## src/rtl/bb_arbiter.sv

```systemverilog
// bb_arbiter: round-robin bus arbiter with split-transaction support.
// Request/grant semantics: a master raises breq[k] and holds it for the whole
// transaction, including while split. bgrant[k] rises one clock after the
// arbiter picks it. The transaction ends in the cycle where the owner samples
// low breq, and bgrant drops on the next edge. A slave may pulse sl_split to
// park the owner: split[k] marks it until sl_split_done, after which it is
// re-granted ahead of the round-robin order.
module bb_arbiter #(
    parameter int NUM_MASTERS = 2
) (
    input  logic                           clk,
    input  logic                           rstn,
    input  logic [NUM_MASTERS-1:0]         breq,
    output logic [NUM_MASTERS-1:0]         bgrant,
    output logic [$clog2(NUM_MASTERS)-1:0] msel,
    output logic                           bus_busy,
    input  logic                           sl_split,
    input  logic                           sl_split_done,
    output logic [NUM_MASTERS-1:0]         split,
    output logic                           dbg_state
);

    localparam int IDX_W = $clog2(NUM_MASTERS);

    typedef enum logic {
        ST_IDLE = 1'b0,
        ST_BUSY = 1'b1
    } state_t;

    state_t                 state_q, state_d;
    logic [NUM_MASTERS-1:0] bgrant_q, bgrant_d;
    logic [NUM_MASTERS-1:0] split_q, split_d;
    logic [NUM_MASTERS-1:0] resume_q, resume_d;
    logic [IDX_W-1:0]       msel_q, msel_d;
    logic [IDX_W-1:0]       rr_ptr_q, rr_ptr_d;
    logic                   busy_q, busy_d;

    logic [NUM_MASTERS-1:0] eligible;
    logic [NUM_MASTERS-1:0] resume_req;
    logic                   rr_found;
    logic [IDX_W-1:0]       rr_idx;
    logic                   res_found;
    logic [IDX_W-1:0]       res_idx;
    int unsigned            cand;
    logic                   split_accept;

    // Candidate selection: resume winner and first eligible master from rr_ptr.
    always_comb begin
        eligible   = breq & ~split_q;
        resume_req = resume_q & breq;
        res_found  = |resume_req;
        res_idx    = '0;
        rr_found   = 1'b0;
        rr_idx     = '0;
        cand       = 0;
        for (int i = 0; i < NUM_MASTERS; i++) begin
            if (resume_req[i]) begin
                res_idx = IDX_W'(i);
            end
        end
        for (int i = 0; i < NUM_MASTERS; i++) begin
            cand = (32'(rr_ptr_q) + 32'(i)) % NUM_MASTERS;
            if (!rr_found && eligible[cand]) begin
                rr_found = 1'b1;
                rr_idx   = IDX_W'(cand);
            end
        end
    end

    // Next-state logic for ownership, split and resume tracking.
    always_comb begin
        state_d  = state_q;
        bgrant_d = bgrant_q;
        msel_d   = msel_q;
        busy_d   = busy_q;
        rr_ptr_d = rr_ptr_q;
        // A master that lets go of breq forfeits its split/resume status.
        split_d  = split_q & breq;
        resume_d = resume_q & breq;
        // Split and resume are never pending together, so done can simply
        // move the split bit over to resume.
        if (sl_split_done && (|split_q)) begin
            split_d  = '0;
            resume_d = split_q & breq;
        end
        // Only one split outstanding (including its resume phase); a
        // simultaneous done wins over a new split; a release wins over split.
        split_accept = (state_q == ST_BUSY) && breq[msel_q] && sl_split &&
                       !sl_split_done && !(|split_q) && !(|resume_q);

        case (state_q)
            ST_IDLE: begin
                if (res_found) begin
                    state_d           = ST_BUSY;
                    bgrant_d          = '0;
                    bgrant_d[res_idx] = 1'b1;
                    msel_d            = res_idx;
                    busy_d            = 1'b1;
                    rr_ptr_d          = IDX_W'((32'(res_idx) + 32'd1) % NUM_MASTERS);
                    resume_d          = '0;
                end else if (rr_found) begin
                    state_d          = ST_BUSY;
                    bgrant_d         = '0;
                    bgrant_d[rr_idx] = 1'b1;
                    msel_d           = rr_idx;
                    busy_d           = 1'b1;
                    rr_ptr_d         = IDX_W'((32'(rr_idx) + 32'd1) % NUM_MASTERS);
                end
            end
            ST_BUSY: begin
                // No arbitration here: the next owner is picked from IDLE,
                // which guarantees one idle cycle between owners.
                if (!breq[msel_q] || split_accept) begin
                    state_d  = ST_IDLE;
                    bgrant_d = '0;
                    busy_d   = 1'b0;
                end
                if (split_accept) begin
                    split_d = bgrant_q;
                end
            end
            default: begin
                state_d  = ST_IDLE;
                bgrant_d = '0;
                busy_d   = 1'b0;
            end
        endcase
    end

    // State and registered outputs; asynchronous reset clears everything.
    always_ff @(posedge clk or negedge rstn) begin
        if (!rstn) begin
            state_q  <= ST_IDLE;
            bgrant_q <= '0;
            split_q  <= '0;
            resume_q <= '0;
            msel_q   <= '0;
            rr_ptr_q <= '0;
            busy_q   <= 1'b0;
        end else begin
            state_q  <= state_d;
            bgrant_q <= bgrant_d;
            split_q  <= split_d;
            resume_q <= resume_d;
            msel_q   <= msel_d;
            rr_ptr_q <= rr_ptr_d;
            busy_q   <= busy_d;
        end
    end

    assign bgrant    = bgrant_q;
    assign msel      = msel_q;
    assign bus_busy  = busy_q;
    assign split     = split_q;
    assign dbg_state = state_q;

endmodule

```

## config.mk

```make
export PLATFORM = sky130hd
export DESIGN_NAME = bb_arbiter
export DESIGN_NICKNAME = d
export VERILOG_FILES = /design/src/rtl/bb_arbiter.sv
export SDC_FILE = /design/constraint.sdc
export NUM_CORES = 1
export LEC_CHECK = 0
export CAP_MARGIN = 25
export CORE_MARGIN = 4
export CORE_UTILIZATION = 42
export CTS_CLUSTER_SIZE = 24
export DETAILED_ROUTE_END_ITERATION = 10
export PLACE_DENSITY = 0.68
export REMOVE_ABC_BUFFERS = 1
export SETUP_SLACK_MARGIN = 0.1
export SYNTH_ARGS = -nofsm -noshare
export SYNTH_HDL_FRONTEND = slang
export SYNTH_SLANG_ARGS = --single-unit
```

## constraint.sdc

```tcl
create_clock -name clk -period 1.5 [get_ports clk]
set_input_delay 0.225 -clock clk [delete_from_list [all_inputs] [get_ports clk]]
set_output_delay 0.225 -clock clk [all_outputs]
set_load 0.03 [all_outputs]
```

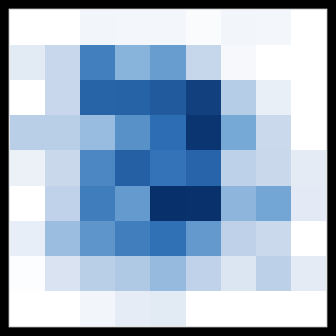
(wiring heat map)
9 x 9 tiles, from white (low) to dark blue (high), scaled to the fullest tile. Values are wire area over tile area, all layers added.
emptiest ninth of the die	north-east
densest ninth of the die	center
tiles over half the peak	28%
nearly empty tiles	21%
mean over tiles	0.15
fullest tile	0.47
total track usage: 21.7%
via count: 616
WL/cell: 18.3 µm
Detailed Route WL: 1870 µm

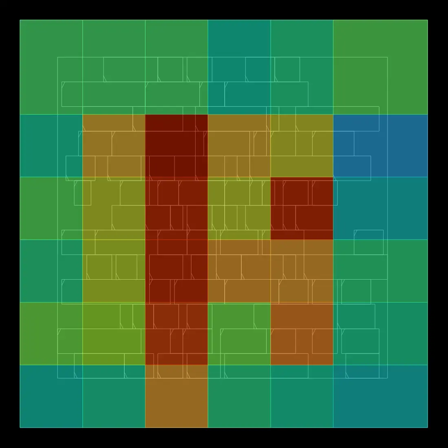
(congestion heat map)
M1 GR Usage: 29.5%
most used routing layer: met2
fin util: 74.1%

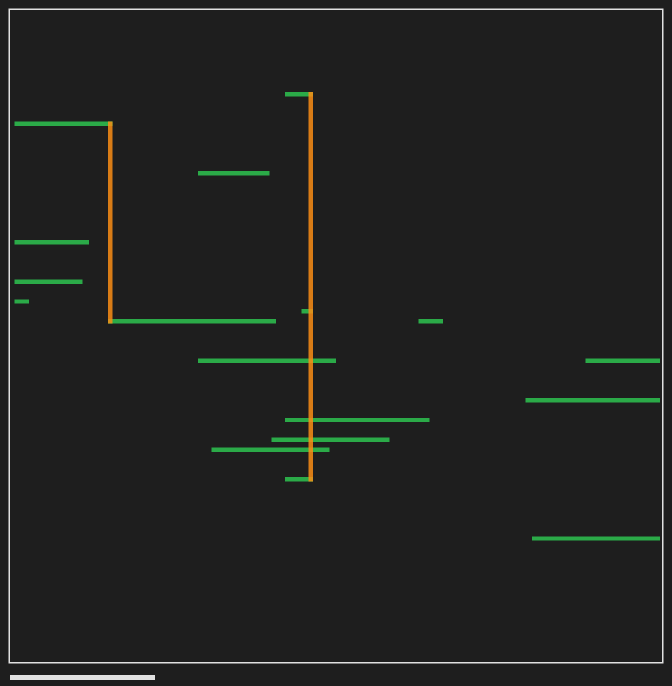
(routed metal, one color a layer)
Scale bar: 10 µm. Only two layers are drawn.
color	layer	wire length
orange	met4	40.1 µm
green	met3	93.8 µm

==> GITHUB_STEP_SUMMARY <==
## Synthesis and layout report

| Metric | Value |
|---|---|
| Status | `finished with violations` |
| Failing checks | `setup timing` |
| Pwr Density | `1480 nW/µm²` |
| Synthesized area | `572 µm²` |
| Worst path arrival time | `1880 ps` |
| CP Class | `flip-flop to flip-flop` |
| Maxcap violations | `0` |
| Total grt overflow | `0` |
| Peak VDD IR | `1.04 mV` |
| Yosys cell types | `25` |
| Residual DRC | `0` |
| Unrepaired setup endpoints after global routing | `true` |
| GPL Wtd Cong | `0.885` |
| Antenna violations before repair | `0` |
| Commonest cells post-synth | `10 x dfrtp_1, 7 x nand2_1, 7 x nand2b_1` |
| Vias in the first global route | `657` |
| Mapped Avg Cell Area | `9.86 µm²` |
| Clk_skew | `3.06 ps` |
| Top Layout Cells | `13 x buf_4, 10 x dfrtp_1, 7 x nand2_1, 7 x dlygate4sd2_1, 5 x inv_1` |
| Worst-Margin Slew | `500 ps` |
| Share of layout cells above drive strength 1 | `46.0%` |
| H-Tree Depth | `1` |
| Setup violators final | `6` |
| Fin crit share | `113%` |
| Commonest flop | `dfrtp_1` |
| Count leader, synth | `dfrtp_1` |
| Worst Setup SP | `resume_q[1]$_DFF_PN0_` |
| Row cnt | `13` |
| CTS Buffer Depth | `2` |
| Pin count of the biggest net entering global routing | `11` |
| Clock-pin slew on the worst setup and hold paths | `70 ps` |
| Synth area leaders | `dfrtp_1 44%, nand2b_1 7.7%, mux2_2 5.9%` |
| Post-synthesis chip area from yosys | `572 µm²` |
| Ys flops | `10` |
| Pwr Total | `1.41 mW` |
| IO buf count | `12` |
| Chip Area | `2020 µm²` |
| Antenna Cells | `0` |
| Post-route setup slack | `-188 ps` |
| Cells after Synth | `58` |
| Root buf cell | `clkbuf_4` |
| Most frequent logic cell in the layout | `buf_4` |
| Worst R2R Path Depth | `3` |
| TritonCTS clock tree | `yes` |
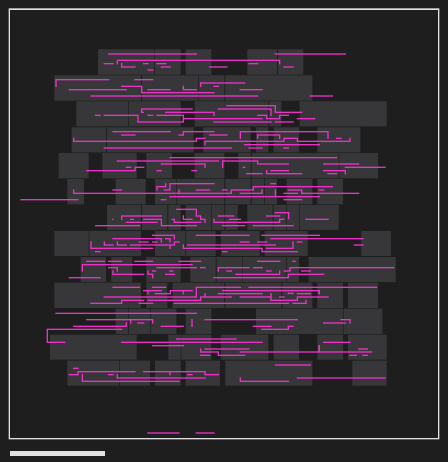
(M1 wires)
Scale bar: 10 µm. Cells faint in the background.
main direction	horizontal
nets with wire on the layer	87
share of all routed wire	46%
longest straight run	17.5 µm
wire length on this layer	857 µm

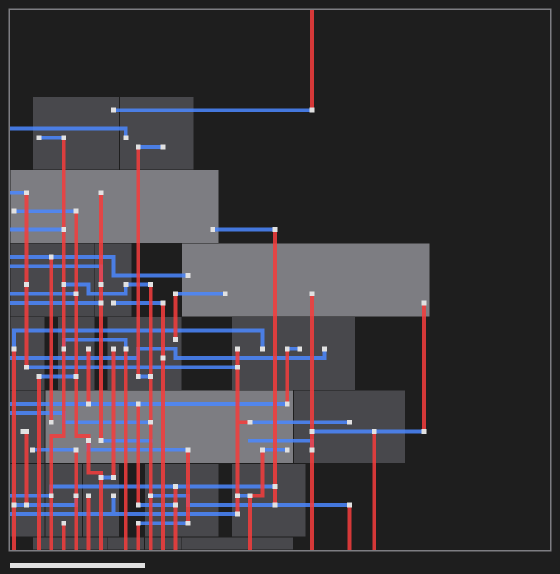
(zoomed window)
Scale bar: 5 µm. Window x 24 to 44, y 24 to 44 µm. Cells in gray, sequential cells in the stronger gray; small squares are vias.
color	layer
blue	met1
red	met2
cells with their middle in the window	15
netlist names of flops here include	`resume_q` (2), `split` (1)
sequential cells in the window	3
most frequent	nand2_1 (3), buf_4 (3), dfrtp_1 (3)

[metrics by stage]
stage | cell area, µm² | cells | setup WS [ps] | TNS [ps]
4_1_cts | 932 | 102 | -185 | -600
3_5_place_dp | 816 | 98 | -248 | -1200
6_report | 952 | 102 | -188 | -675
2_1_floorplan | 564 | 56 | -269 | -538
3_3_place_gp | 816 | 98 | -179 | -877
5_1_grt | 952 | 102 | -228 | -869
[per-layer routing]
layer	global-route usage (%)	wire length [µm]	vias up
met1	29.5	857	307
li1	-	-	282
met4	11.7	40	0
met5	0	0	-
met2	33.5	878	22
met3	2.39	93	5
[what timing repair did]
| action | CTS | global route |
|---|---|---|
| gates resized | 28 | 9 |
| cloned | 0 | 0 |
| pin swaps | 4 | 2 |
| setup buffers | 2 | 1 |
| setup endpoints to repair | 15 | 10 |
[final cells by class]
cell class	instances	area (µm²)
multi-input combinational	41	404
fill	94	333
sequential	10	250
timing repair buffer	28	238
clock buffer	3	22.5
inverter	5	18.8
tap	15	18.8
[cells by family after synthesis]
kind of cell	Yosys count	synth area share [%]
compound gates	20	27.8
buf+inv	7	4.60
flops	10	43.8
mux	3	5.91
simple gates	18	17.9
[where the power goes]
| group | switching, mW | internal, mW | total (mW) |
|---|---|---|---|
| clock | 0.0929 | 0.0928 | 0.186 |
| combinational | 0.432 | 0.366 | 0.797 |
| sequential | 0.0750 | 0.353 | 0.428 |
[critical path, stage by stage (launching register included)]
cell	delay [ps]
dfrtp_1	400
or4_4	540
or4b_4	510
o22ai_2	160
[flip-flops by register name, indices dropped and copies added, names as in the netlist]
register   cells
bgrant         2
resume_q       2
split          2
bus_busy       1
dbg_state      1
msel           1
rr_ptr_q       1
Power figures rest on the tool's default switching activity, not on a simulated workload.
